`src/rtl/ws2811_transmitter.sv`:
```
// WS2811 serial transmitter: fetches per-pixel RGB from an external colour source
// via ledindex_o and emits frames of NUM_LEDS pixels, each preceded by a low reset gap.
module ws2811_transmitter #(
    parameter int unsigned NUM_LEDS = 64,
    parameter int unsigned T0H      = 20,
    parameter int unsigned T1H      = 40,
    parameter int unsigned TBIT     = 63,
    parameter int unsigned TRESET   = 3000
) (
    input  logic       clk_i,
    input  logic       rst_ni,
    input  logic       enable_i,
    input  logic [7:0] red_i,
    input  logic [7:0] green_i,
    input  logic [7:0] blue_i,
    output logic [7:0] ledindex_o,
    output logic       dout_o,
    output logic       busy_o,
    output logic       frame_done_o
);

    localparam int unsigned GapW = (TRESET > 1) ? $clog2(TRESET) : 1;
    localparam int unsigned BitW = (TBIT > 1) ? $clog2(TBIT) : 1;

    localparam logic [GapW-1:0] GapLast  = GapW'(TRESET - 1);
    localparam logic [BitW-1:0] BitLast  = BitW'(TBIT - 1);
    localparam logic [BitW-1:0] HighZero = BitW'(T0H);
    localparam logic [BitW-1:0] HighOne  = BitW'(T1H);
    localparam logic [7:0]      PixLast  = 8'(NUM_LEDS - 1);
    localparam logic [7:0]      FirstIdx = (NUM_LEDS > 1) ? 8'd1 : 8'd0;
    localparam logic [8:0]      NumLeds9 = 9'(NUM_LEDS);

    typedef enum logic [1:0] {StIdle, StGap, StSend} state_e;

    state_e          state_q, state_d;
    logic [GapW-1:0] gap_cnt_q, gap_cnt_d;
    logic [BitW-1:0] bit_cnt_q, bit_cnt_d;
    logic [4:0]      bit_idx_q, bit_idx_d;
    logic [7:0]      pix_q, pix_d;
    logic [23:0]     shift_q, shift_d;
    logic [7:0]      ledindex_q, ledindex_d;
    logic            dout_q, dout_d;
    logic            busy_q, busy_d;
    logic            frame_done_q, frame_done_d;

    // Address two pixels ahead of the one finishing, wrapping to 0 past the last pixel.
    logic [8:0] prefetch_idx;
    assign prefetch_idx = {1'b0, pix_q} + 9'd2;

    // Next-state logic; outputs are derived from next-state values so they register cleanly.
    always_comb begin
        state_d      = state_q;
        gap_cnt_d    = gap_cnt_q;
        bit_cnt_d    = bit_cnt_q;
        bit_idx_d    = bit_idx_q;
        pix_d        = pix_q;
        shift_d      = shift_q;
        ledindex_d   = ledindex_q;
        frame_done_d = 1'b0;

        unique case (state_q)
            StIdle: begin
                ledindex_d = 8'd0;
                if (enable_i) begin
                    state_d   = StGap;
                    gap_cnt_d = '0;
                end
            end
            StGap: begin
                if (gap_cnt_q == GapLast) begin
                    shift_d    = {red_i, green_i, blue_i};
                    pix_d      = 8'd0;
                    ledindex_d = FirstIdx;
                    bit_cnt_d  = '0;
                    bit_idx_d  = 5'd0;
                    state_d    = StSend;
                end else begin
                    gap_cnt_d = gap_cnt_q + 1'b1;
                end
            end
            StSend: begin
                if (bit_cnt_q == BitLast) begin
                    bit_cnt_d = '0;
                    if (bit_idx_q == 5'd23) begin
                        bit_idx_d = 5'd0;
                        if (pix_q == PixLast) begin
                            frame_done_d = 1'b1;
                            ledindex_d   = 8'd0;
                            gap_cnt_d    = '0;
                            state_d      = enable_i ? StGap : StIdle;
                        end else begin
                            shift_d    = {red_i, green_i, blue_i};
                            pix_d      = pix_q + 8'd1;
                            ledindex_d = (prefetch_idx < NumLeds9) ? prefetch_idx[7:0] : 8'd0;
                        end
                    end else begin
                        bit_idx_d = bit_idx_q + 5'd1;
                        shift_d   = {shift_q[22:0], 1'b0};
                    end
                end else begin
                    bit_cnt_d = bit_cnt_q + 1'b1;
                end
            end
            default: state_d = StIdle;
        endcase

        busy_d = (state_d != StIdle);
        dout_d = (state_d == StSend) && (bit_cnt_d < (shift_d[23] ? HighOne : HighZero));
    end

    // State and output registers with synchronous active-low reset.
    always_ff @(posedge clk_i) begin
        if (!rst_ni) begin
            state_q      <= StIdle;
            gap_cnt_q    <= '0;
            bit_cnt_q    <= '0;
            bit_idx_q    <= 5'd0;
            pix_q        <= 8'd0;
            shift_q      <= 24'd0;
            ledindex_q   <= 8'd0;
            dout_q       <= 1'b0;
            busy_q       <= 1'b0;
            frame_done_q <= 1'b0;
        end else begin
            state_q      <= state_d;
            gap_cnt_q    <= gap_cnt_d;
            bit_cnt_q    <= bit_cnt_d;
            bit_idx_q    <= bit_idx_d;
            pix_q        <= pix_d;
            shift_q      <= shift_d;
            ledindex_q   <= ledindex_d;
            dout_q       <= dout_d;
            busy_q       <= busy_d;
            frame_done_q <= frame_done_d;
        end
    end

    assign ledindex_o   = ledindex_q;
    assign dout_o       = dout_q;
    assign busy_o       = busy_q;
    assign frame_done_o = frame_done_q;

endmodule

```
`config.mk`:
```
export PLATFORM = sky130hd
export DESIGN_NAME = ws2811_transmitter
export DESIGN_NICKNAME = d
export VERILOG_FILES = /design/src/rtl/ws2811_transmitter.sv
export SDC_FILE = /design/constraint.sdc
export NUM_CORES = 1
export LEC_CHECK = 0
export CORE_ASPECT_RATIO = 1.1
export CORE_MARGIN = 5
export CORE_UTILIZATION = 45
export DETAILED_ROUTE_END_ITERATION = 6
export GPL_TIMING_DRIVEN = 1
export PLACE_DENSITY = 0.72
export SETUP_SLACK_MARGIN = 0.2
export SLEW_MARGIN = 0
export SYNTH_ARGS = -nofsm -noshare
export SYNTH_HDL_FRONTEND = slang
export SYNTH_SLANG_ARGS = --single-unit
```
`constraint.sdc`:
```
create_clock -name clk_i -period 4.7 [get_ports clk_i]
set_clock_uncertainty 0.05 [all_clocks]
set_input_delay 0.94 -clock clk_i [delete_from_list [all_inputs] [get_ports clk_i]]
set_output_delay 0.94 -clock clk_i [all_outputs]
set_load 0.005 [all_outputs]
```
Fig. 1: met3 routing
Scale bar: 20 µm.
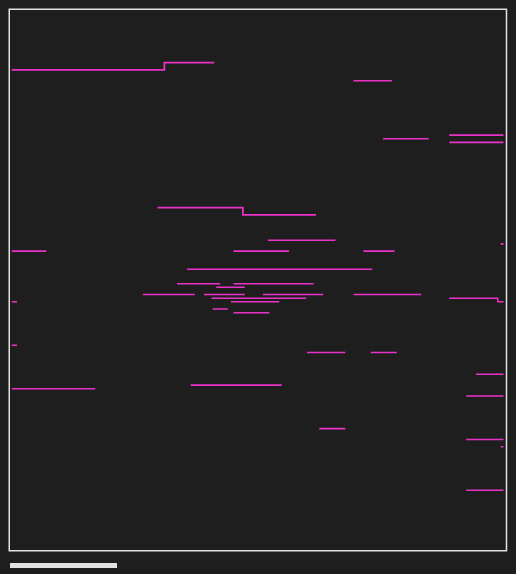
wire length on this layer: 362 µm
share of all routed wire: 4.8%
longest straight run: 34.5 µm
main direction: horizontal
nets with wire on the layer: 31

Fig. 2: met1 routing
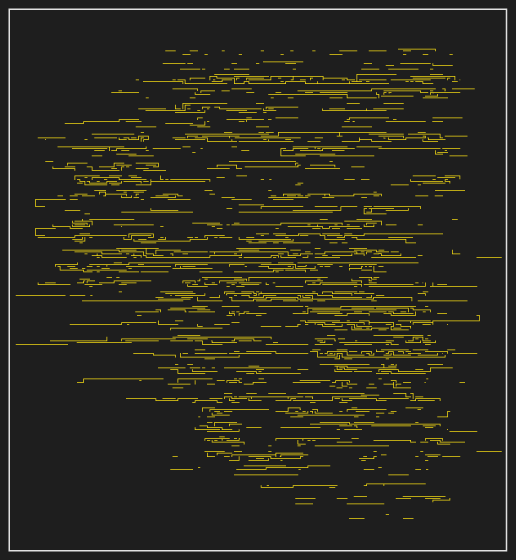
nets with wire on the layer: 424
longest straight run: 26.7 µm

Fig. 3: wiring heat map
Scale bar: 20 µm. The die is cut into 19 by 20 equal tiles; dark blue is low, red is high, scaled to the fullest tile. Values are wire area over tile area, all layers added.
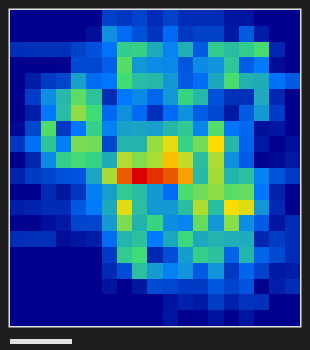
densest ninth of the die: middle
emptiest ninth of the die: bottom left
tiles over half the peak: 11%
fullest tile: 0.58

==> notes.md <==
flow finished, numbers: buffers and inverters on the worst path 2, Seq pwr share around half, Slew @ Worst Pin a little under 0.9 ns, cts repair resizes 0, Setup crit end ledindex_o[0], Largest cells by area dfxtp_1 40%, o2bb2ai_1 5.9%, a22oi_1 4.8%, setup TNS 0 ns, yosys adder share ~4.8%, Area leader share 39.9%, Simple Share, Synth 23.0%, comb_multi_in about 280, sequential share of cell area between 30% and 40%, PortBufs 37, RSZ-0062 raised after global routing no, Main synth FF type dfxtp_1, root buf cell clkbuf_8, Post-synth seq share about two fifths, number of global-route vias before repair around 2.9k, EDFF count, synth 0, Post-DRT Antenna Nets 0, status completed, Power Dens Cells 290 nW/µm², CTS clk-pin slew, worst paths around 0.080 ns, I/O pins 38, top cell class by occupied area combinational gates, TritonCTS buffer count 9, via count 2978, Area Overhead vs Synth 17.9%, top cells by count 68 x dfxtp_1, 36 x nand2_1, 30 x nor2_1, 23 x o2bb2ai_1, GR peak layer met2, mux share 0%, crit-path cells clkdlybuf4s50_1 > inv_1 > or3_1 > or4_4 > o22ai_1, Hold-fix buffers, CTS 0, main kind of combinational logic by area AND-OR/OR-AND gates, clock sinks slightly below 70, Worst Hold Launch ledindex_o[3], Mapped Area around 3400 µm², Routed WL per cell roughly 15 µm, die footprint 9430 µm², Hold Path Stages 2, P_leak 0.00137 µW, P_clk 505 µW, Worst Path Max Fanout 20, Max Cap Viol 0, top flop regs shift_q x24, gap_cnt_q x12, Horiz. Die Dim between 90 and 100 µm, Comb area share between 40 and 50%, via/cell ratio between 5 and 6, HP Class reg -> reg, Buffers excl. clock 40, syn nets roughly 430, Top power group sequential cells, P_int 869 µW, MI comb area between 1500 and 2000 µm², routability cong. around 0.86, top logic cells by instance count in the layout 68 x dfxtp_1, 37 x clkdlybuf4s50_1, 36 x nand2_1, Final Hold Fails 0, CP top delay family buffers and inverters, FF+latch area approximately 1400 µm², TritonCTS clock tree yes, Fillers 691, AO/OA Area Share a little under a quarter, # Cells Yosys 388, global-route wire length before repair about 13000 µm, met2 routed WL 3570 µm, clk cell area share 5.13%, Placeable Area around 7400 µm², Residual DRC 0, fp_density 45.9%, max FFs per register 24, fin. max-slew vios 0, Met3 Wirelength approximately 360 µm, Psw 298 µW, TAP cells around 87, GRT Total Usage about 17%, later-pin clock latency in the skew report ~0.35 ns, Pwr Total between 1000 and 1500 µW, initial antenna violation count 0, R2R depth 6, grt met2 use between 20% and 30%, Non-clk invs 14, hpwl dp 5280 µm, Max transition margin roughly two fifths, Routed WL ~7600 µm, Synth top cell by count dfxtp_1, crit path from rst_ni, Site Rows 33, largest net degree at the start of global routing 24, die height between 100 and 150 µm, Arrival @ worst endpoint 3.16 ns, flop count between 60 and 70, Seq group 581 µW, Max Used Layer met4, critical path endpoint category flop, FFs w/ async S/R, synth 0%, Setup Fix Bufs, Post-CTS 0, CP Class in -> reg, Final Setup Violations 0, Worst EP required around 5 ns, Hold EP ledindex_o[3], post-layout min period about 2.9 ns, Syn Inst Count 388, #FFs+latches synth 68
## cells by family (layout without fill, tap and decap cells)
group                      Yosys count  after routing
and+or+nand+nor                    144            144
AOI/OAI and AO/OA                  110            110
DFF                                 68             68
buffers and inverters               37             70
xor gates and xnor gates            16             16
adders and majority gates           13             13
## metrics by stage
step / setup slack, ns / util (%) / instance area [µm²] / std cells
after floorplan: 2.15 / - / 3410 / 388
after global placement: 1.44 / 51.3 / 3820 / 492
after detailed placement: 1.40 / 51.3 / 3820 / 492
after CTS: 1.76 / 54.1 / 4020 / 508
after global routing: 1.40 / 54.1 / 4020 / 508
final: 1.75 / 54.1 / 4020 / 508
Power is estimated from default activity; no workload was simulated.
